[src/rtl/mfda_seq_pkg.sv]
// Shared definitions for the mixer dosing sequencer.
//   state_t   : sequencer phase encoding
//   N_CH_DEF  : default number of reagent inlet channels
//   DUR_W_DEF : default width of every duration field (cycles)
package mfda_seq_pkg;

    localparam int unsigned N_CH_DEF  = 4;
    localparam int unsigned DUR_W_DEF = 8;

    typedef enum logic [2:0] {
        S_IDLE,
        S_DOSE,
        S_GAP,
        S_MIX,
        S_FLUSH,
        S_DONE
    } state_t;

endpackage

[src/rtl/seq_timer.sv]
// Phase down-counter shared by every timed phase of the sequencer.
//   clk, rst : clock, synchronous active-high reset
//   load     : reload the counter with value (phase entry)
//   value    : phase length in cycles
//   expire   : high in the last cycle of the phase (count == 1)
module seq_timer #(
    parameter int unsigned W = 8
) (
    input  logic         clk,
    input  logic         rst,
    input  logic         load,
    input  logic [W-1:0] value,
    output logic         expire
);

    logic [W-1:0] cnt_q;
    logic [W-1:0] cnt_d;

    // Counting stops at zero so an idle counter never wraps.
    always_comb begin
        cnt_d = cnt_q;
        if (load) begin
            cnt_d = value;
        end else if (cnt_q != '0) begin
            cnt_d = cnt_q - W'(1);
        end
    end

    always_ff @(posedge clk) begin
        if (rst) begin
            cnt_q <= '0;
        end else begin
            cnt_q <= cnt_d;
        end
    end

    assign expire = (cnt_q == W'(1));

endmodule

[src/rtl/mix_sequencer.sv]
// Microfluidic mixer sequencer: doses eligible reagent channels in ascending
// order with a one-cycle break-before-make gap, then mixes, flushes and
// pulses done. Abort in DOSE/GAP/MIX jumps straight to the flush.
//   clk, rst      : clock, synchronous active-high reset
//   start, abort  : sequence control
//   ch_mask       : channels taking part
//   dose_dur      : per-channel dose time, slice i = [i*DUR_W +: DUR_W]
//   mix_dur       : mix valve hold time
//   flush_dur     : flush valve hold time
//   valve_open    : reagent inlet drives (zero- or one-hot)
//   mix_valve, flush_valve : mixer / waste valve drives
//   busy, done, aborted    : status
module mix_sequencer
    import mfda_seq_pkg::*;
#(
    parameter int unsigned N_CH  = N_CH_DEF,
    parameter int unsigned DUR_W = DUR_W_DEF
) (
    input  logic                  clk,
    input  logic                  rst,
    input  logic                  start,
    input  logic                  abort,
    input  logic [N_CH-1:0]       ch_mask,
    input  logic [N_CH*DUR_W-1:0] dose_dur,
    input  logic [DUR_W-1:0]      mix_dur,
    input  logic [DUR_W-1:0]      flush_dur,
    output logic [N_CH-1:0]       valve_open,
    output logic                  mix_valve,
    output logic                  flush_valve,
    output logic                  busy,
    output logic                  done,
    output logic                  aborted
);

    localparam int unsigned CH_W  = (N_CH > 1) ? $clog2(N_CH) : 1;
    localparam int unsigned IDX_W = CH_W + 1;

    state_t                  state_q, state_d;
    logic [CH_W-1:0]         ch_q, ch_d;
    logic [N_CH-1:0]         mask_q, mask_d;
    logic [N_CH*DUR_W-1:0]   dose_q, dose_d;
    logic [DUR_W-1:0]        mix_q, mix_d;
    logic [DUR_W-1:0]        flush_q, flush_d;
    logic                    aborted_q, aborted_d;
    logic [N_CH-1:0]         valve_q, valve_d;
    logic                    mix_valve_q, mix_valve_d;
    logic                    flush_valve_q, flush_valve_d;
    logic                    busy_q, busy_d;
    logic                    done_q, done_d;

    logic                    tmr_load;
    logic [DUR_W-1:0]        tmr_value;
    logic                    tmr_expire;

    logic [IDX_W-1:0]        search_from;
    logic [IDX_W-1:0]        nxt_idx;
    logic [DUR_W-1:0]        nxt_dur;
    logic                    nxt_found;
    logic                    seek;
    logic                    to_flush;

    seq_timer #(.W(DUR_W)) u_timer (
        .clk    (clk),
        .rst    (rst),
        .load   (tmr_load),
        .value  (tmr_value),
        .expire (tmr_expire)
    );

    // Configuration is captured only when a start is accepted.
    always_comb begin
        mask_d  = mask_q;
        dose_d  = dose_q;
        mix_d   = mix_q;
        flush_d = flush_q;
        if (state_q == S_IDLE && start) begin
            mask_d  = ch_mask;
            dose_d  = dose_dur;
            mix_d   = mix_dur;
            flush_d = flush_dur;
        end
    end

    // Lowest eligible channel at or above search_from; N_CH means none left.
    assign search_from = (state_q == S_IDLE) ? '0 : (IDX_W'(ch_q) + IDX_W'(1));

    always_comb begin
        nxt_idx = IDX_W'(N_CH);
        nxt_dur = '0;
        for (int i = N_CH - 1; i >= 0; i--) begin
            if (IDX_W'(i) >= search_from && mask_d[i] &&
                dose_d[i*DUR_W +: DUR_W] != '0) begin
                nxt_idx = IDX_W'(i);
                nxt_dur = dose_d[i*DUR_W +: DUR_W];
            end
        end
    end

    assign nxt_found = (nxt_idx < IDX_W'(N_CH));

    // Next state; seek picks the next dose or falls through to mix, and
    // to_flush enters flush or skips to done when flush time is zero.
    always_comb begin
        state_d   = state_q;
        ch_d      = ch_q;
        aborted_d = aborted_q;
        tmr_load  = 1'b0;
        tmr_value = '0;
        seek      = 1'b0;
        to_flush  = 1'b0;

        if (abort && (state_q == S_DOSE || state_q == S_GAP || state_q == S_MIX)) begin
            aborted_d = 1'b1;
            to_flush  = 1'b1;
        end else begin
            case (state_q)
                S_IDLE: begin
                    if (start) begin
                        aborted_d = 1'b0;
                        seek      = 1'b1;
                    end
                end
                S_DOSE:  if (tmr_expire) state_d = S_GAP;
                S_GAP:   seek = 1'b1;
                S_MIX:   if (tmr_expire) to_flush = 1'b1;
                S_FLUSH: if (tmr_expire) state_d = S_DONE;
                S_DONE:  state_d = S_IDLE;
                default: state_d = S_IDLE;
            endcase
        end

        if (seek) begin
            if (nxt_found) begin
                state_d   = S_DOSE;
                ch_d      = nxt_idx[CH_W-1:0];
                tmr_load  = 1'b1;
                tmr_value = nxt_dur;
            end else if (mix_d != '0) begin
                state_d   = S_MIX;
                tmr_load  = 1'b1;
                tmr_value = mix_d;
            end else begin
                to_flush = 1'b1;
            end
        end

        if (to_flush) begin
            if (flush_d != '0) begin
                state_d   = S_FLUSH;
                tmr_load  = 1'b1;
                tmr_value = flush_d;
            end else begin
                state_d = S_DONE;
            end
        end
    end

    // Outputs decoded from the next state so they line up with it once registered.
    always_comb begin
        valve_d       = (state_d == S_DOSE) ? (N_CH'(1) << ch_d) : '0;
        mix_valve_d   = (state_d == S_MIX);
        flush_valve_d = (state_d == S_FLUSH);
        busy_d        = (state_d != S_IDLE);
        done_d        = (state_d == S_DONE);
    end

    always_ff @(posedge clk) begin
        if (rst) begin
            state_q       <= S_IDLE;
            ch_q          <= '0;
            mask_q        <= '0;
            dose_q        <= '0;
            mix_q         <= '0;
            flush_q       <= '0;
            aborted_q     <= 1'b0;
            valve_q       <= '0;
            mix_valve_q   <= 1'b0;
            flush_valve_q <= 1'b0;
            busy_q        <= 1'b0;
            done_q        <= 1'b0;
        end else begin
            state_q       <= state_d;
            ch_q          <= ch_d;
            mask_q        <= mask_d;
            dose_q        <= dose_d;
            mix_q         <= mix_d;
            flush_q       <= flush_d;
            aborted_q     <= aborted_d;
            valve_q       <= valve_d;
            mix_valve_q   <= mix_valve_d;
            flush_valve_q <= flush_valve_d;
            busy_q        <= busy_d;
            done_q        <= done_d;
        end
    end

    assign valve_open  = valve_q;
    assign mix_valve   = mix_valve_q;
    assign flush_valve = flush_valve_q;
    assign busy        = busy_q;
    assign done        = done_q;
    assign aborted     = aborted_q;

endmodule

[config.mk]
export PLATFORM = sky130hd
export DESIGN_NAME = mix_sequencer
export DESIGN_NICKNAME = d
export VERILOG_FILES = /design/src/rtl/mfda_seq_pkg.sv /design/src/rtl/seq_timer.sv /design/src/rtl/mix_sequencer.sv
export SDC_FILE = /design/constraint.sdc
export NUM_CORES = 1
export LEC_CHECK = 0
export CAP_MARGIN = 0
export CELL_PAD_IN_SITES_DETAIL_PLACEMENT = 1
export CELL_PAD_IN_SITES_GLOBAL_PLACEMENT = 2
export CORE_MARGIN = 8
export CORE_UTILIZATION = 34
export DETAILED_ROUTE_END_ITERATION = 10
export GPL_TIMING_DRIVEN = 0
export PLACE_DENSITY = 0.91
export SETUP_SLACK_MARGIN = 0.1
export SYNTH_ARGS = -nofsm -noshare
export SYNTH_HDL_FRONTEND = slang
export SYNTH_SLANG_ARGS = --single-unit
export TNS_END_PERCENT = 1
[constraint.sdc]
create_clock -name clk -period 6.87 [get_ports clk]
set_clock_uncertainty 0.15 [all_clocks]
set_input_delay 1.374 -clock clk [delete_from_list [all_inputs] [get_ports clk]]
set_output_delay 1.374 -clock clk [all_outputs]
set_load 0.01 [all_outputs]
**Run 1: power grid**

Bar = 20 µm. Pins as bars on the die edge.
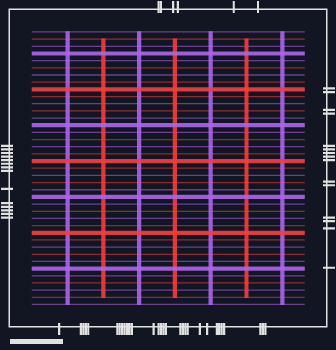
Key: red = VDD; purple = VSS
39 met1 rails follow the rows. 65 signal pins sit on the boundary.

**Run 1: cells coloured by class**

Fill, decap, tap and diode cells in grey.
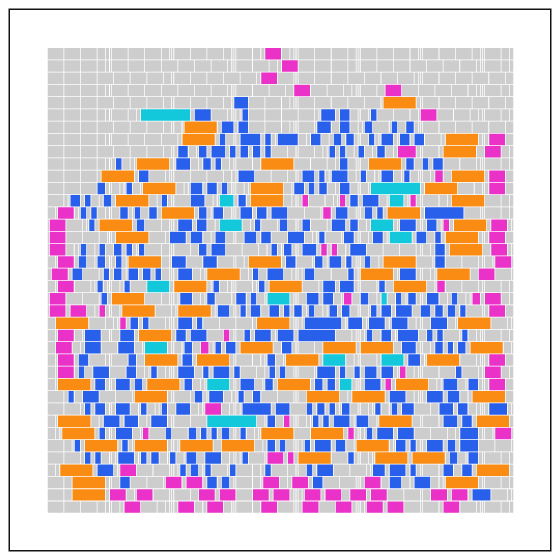
Key: cyan = clock drivers and dummy loads [cells 16]; blue = remaining logic cells [cells 332]; orange = registers [cells 74]; magenta = remaining buffers and delay cells [cells 86]

**Run 1: routed clock nets over the placement**

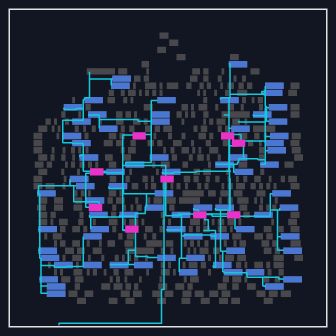
Key: blue = flip-flops [count 74]; cyan = clock wires [length 1060 µm]; magenta = clock-net drivers [count 9]
There are 10 routed clock nets.

**Run 1: metal layers overlaid**

Bar = 20 µm. Only two layers are drawn.
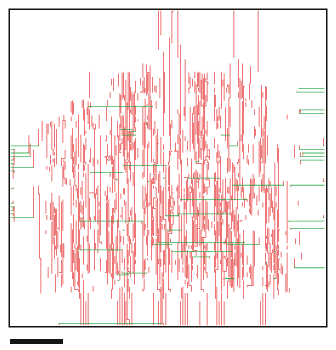
Key: green = M3 [wire length 511 µm]; red = M2 [wire length 6200 µm]

==> Changelog: implementation, run 1 <==
### Physical design

- Fin crit period: 5.05 ns
- Final nets: 562
- Logic share of the area: 43.5%
- Post-CTS setup buffers: 0
- Int Power: 1.18 mW
- Fraction of registers with async set/reset: 0%
- Synth Warn #: 0
- Area contributors post-synth: dfxtp_1, mux2i_1, nand2_1, a21oi_1, nor2_1
- Max-slew violations: 0
- Combinational share of power: 49.3%
- Crit-path cells: clkdlybuf4s50_1 -> or4b_1 -> clkbuf_1 -> clkbuf_1 -> clkbuf_1 -> buf_2 -> mux2i_1 -> o22ai_1 -> nor2_1 -> o21ai_0
- WL/cell: 19.6 µm
- Flip-flops: 74
- Outcome: complete, no violations
- CP Class: input pin to register
- Pin count of the biggest net entering global routing: 14
- Routability cong.: 0.849
- Met3 Use GR: 3.57%
- Post-DP HPWL: 10000 µm
- Synth Seq Share: 40.4%
- Hold path depth: 2
- Maximum VDD drop: 167 µV
- R2r setup slk: 2.92 ns
- First-pass GRT wire length: 20300 µm
- Max Cap Violations: 0
- Post-CTS sizing: 0
- Clock buf count: 10
- Synth Area in Adders: 1.02%
- Largest register by flop count: dose_q
- Largest Pwr Group: combinational logic
- Clock-pin slew on the worst setup and hold paths: 0.09 ns
- Gr usage total: 17.8%
- Worst EP arrival: 5.12 ns
- Crit start category: input pin
- Worst r2r src: state_q[1]
- Hold_sp: mask_q[1]
- Non-CTS inverters: 9
- Flop area: 1480 µm²
- PD cells: 427 nW/µm²
- Sw Share: 41.6%
- Slowest stage delay, CP: 0.75 ns
- Worst Path Required: 6.94 ns
- Dpl ws: 1.50 ns
- Number of port buffers: 64
- Combinational gate power: 0.994 mW
- FP Rows: 38
- Post-synthesis net count: 487
- Vias/cell: 5.49
- Most Crowded Layer GR: met2
- Main flop type after synthesis: dfxtp_1
- Hold Crit Class: register to register
- Initial DRC Count: 153
- FF-to-FF End: u_timer.cnt_q[1]
- Post-route DRC: 0
- Yosys Chip Area: 3670 µm²
- Syn Area/Cell: 8.57 µm²
- RSZ-0062 raised after global routing: false
- Final setup margin: 1.82 ns
- Grt ovf: 0
- Wl on met1: 5750 µm
- Number of top-level pins: 65
- Synth Area in Compound Gates: 19.3%
- Area share, top type: 40.4%
- Fillers: 1291
- CP Depth: 10
- Antenna diodes: 0
- Seq/total area: 31.3%
- Final number of hold-violating endpoints: 0
- Clk. pwr: 0.419 mW
- Ys flops: 74
- Critical Path Start: start
- Core footprint: 10700 µm²
- Post-synth top cells: dfxtp_1, nand2_1, nor2_1
- Area fraction in mux cells: 11.2%
- Antenna violations before repair: 0
- Top non-seq family: simple AND/OR/NAND/NOR gates
- GR Util met2: 30.7%
- CP endpoint: u_timer.cnt_q[1]
- Tool warning count: 27
- DRT Pass-1 Iters: 4
- Relative slew slack: 26.9%
==> run 2: changes to the inputs <==
--- a/config.mk
+++ b/config.mk
@@ -9,10 +9,10 @@
 export CELL_PAD_IN_SITES_DETAIL_PLACEMENT = 1
 export CELL_PAD_IN_SITES_GLOBAL_PLACEMENT = 2
 export CORE_MARGIN = 8
-export CORE_UTILIZATION = 34
+export CORE_UTILIZATION = 28
 export DETAILED_ROUTE_END_ITERATION = 10
 export GPL_TIMING_DRIVEN = 0
-export PLACE_DENSITY = 0.91
+export PLACE_DENSITY = 0.81
 export SETUP_SLACK_MARGIN = 0.1
 export SYNTH_ARGS = -nofsm -noshare
 export SYNTH_HDL_FRONTEND = slang
==> constraint.sdc (replaced) <==
create_clock -name clk -period 4.4 [get_ports clk]
set_clock_uncertainty 0.15 [all_clocks]
set_input_delay 0.88 -clock clk [delete_from_list [all_inputs] [get_ports clk]]
set_output_delay 0.88 -clock clk [all_outputs]
set_load 0.01 [all_outputs]
==> run 2 against run 1 <==
Effect of this change:
- hold slack worse by 0.011 ns
- first-iteration DRC count is 25% higher
- die area is 18% higher
- register-to-register slack worse by 2.1 ns
- setup slack worse by 1.6 ns
- critical endpoint is now u_timer.cnt_q[0]
- utilization is 7.2 points lower
- power is 57% higher
- area after synthesis stayed put
- combinational power is 57% higher
==> Changelog: implementation, run 2 <==
### Physical design

- Sw Share: 41.1% (-0.53 points)
- DRT Pass-1 Iters: 4 (unchanged)
- Antenna violations before repair: 1 (+1)
- Hold Crit Class: register to register
- Tool warning count: 27 (unchanged)
- Post-route DRC: 0 (unchanged)
- Antenna diodes: 1 (+1)
- Fin crit period: 4.14 ns
- CP endpoint: u_timer.cnt_q[0]
- Post-synth top cells: dfxtp_1, nand2_1, nor2_1
- Gr usage total: 15.6% (-2.2 points)
- Max Cap Violations: 0 (unchanged)
- WL/cell: 18.7 µm (-4.7%)
- Crit-path cells: clkdlybuf4s50_1 -> nor4b_4 -> buf_4 -> a21oi_1 -> o2bb2a_1 -> or4_1 -> clkbuf_2 -> o31a_1 -> a21boi_0 -> a221o_1
- CP Class: input pin to register
- GR Util met2: 26.5% (-4.2 points)
- Largest Pwr Group: combinational logic
- Top non-seq family: simple AND/OR/NAND/NOR gates
- Outcome: complete, no violations
- Initial DRC Count: 192 (+25%)
- Area fraction in mux cells: 11.2% (unchanged)
- Synth Area in Adders: 1.02% (unchanged)
- Worst r2r src: state_q[0]
- Grt ovf: 0 (unchanged)
- Number of top-level pins: 65 (unchanged)
- Flip-flops: 74 (unchanged)
- CP Depth: 10 (unchanged)
- Pin count of the biggest net entering global routing: 12 (-2)
- Area contributors post-synth: dfxtp_1, mux2i_1, nand2_1, a21oi_1, nor2_1
- Core footprint: 13000 µm² (+22%)
- Number of port buffers: 64 (unchanged)
- Met3 Use GR: 3.37% (-0.20 points)
- Routability cong.: 0.837 (-1.5%)
- Clock-pin slew on the worst setup and hold paths: 0.06 ns (-0.03 ns)
- Logic share of the area: 42.8% (-0.68 points)
- Fraction of registers with async set/reset: 0% (unchanged)
- First-pass GRT wire length: 20100 µm (-0.98%)
- Post-DP HPWL: 10200 µm (+2.3%)
- Vias/cell: 5.10 (-7.2%)
- Post-CTS setup buffers: 0 (unchanged)
- Seq/total area: 30.8% (-0.59 points)
- Maximum VDD drop: 255 µV (+53%)
- Max-slew violations: 0 (unchanged)
- Hold path depth: 2 (unchanged)
- Hold_sp: mask_q[1]
- Combinational share of power: 49.3% (about the same)
- Post-synthesis net count: 487 (unchanged)
- Most Crowded Layer GR: met2
- Final nets: 563 (+0.18%)
**Run 2: the clock network**

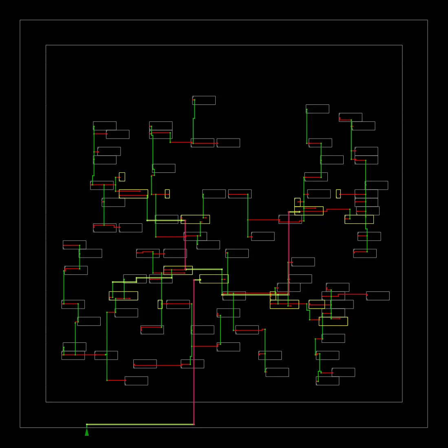
clk latency late pin: 0.33 ns
Clk. pwr: 0.668 mW
CTS sink cnt: 74
clock buf count: 13
TritonCTS Buffers: 9

Power figures rest on the tool's default switching activity, not on a simulated workload.
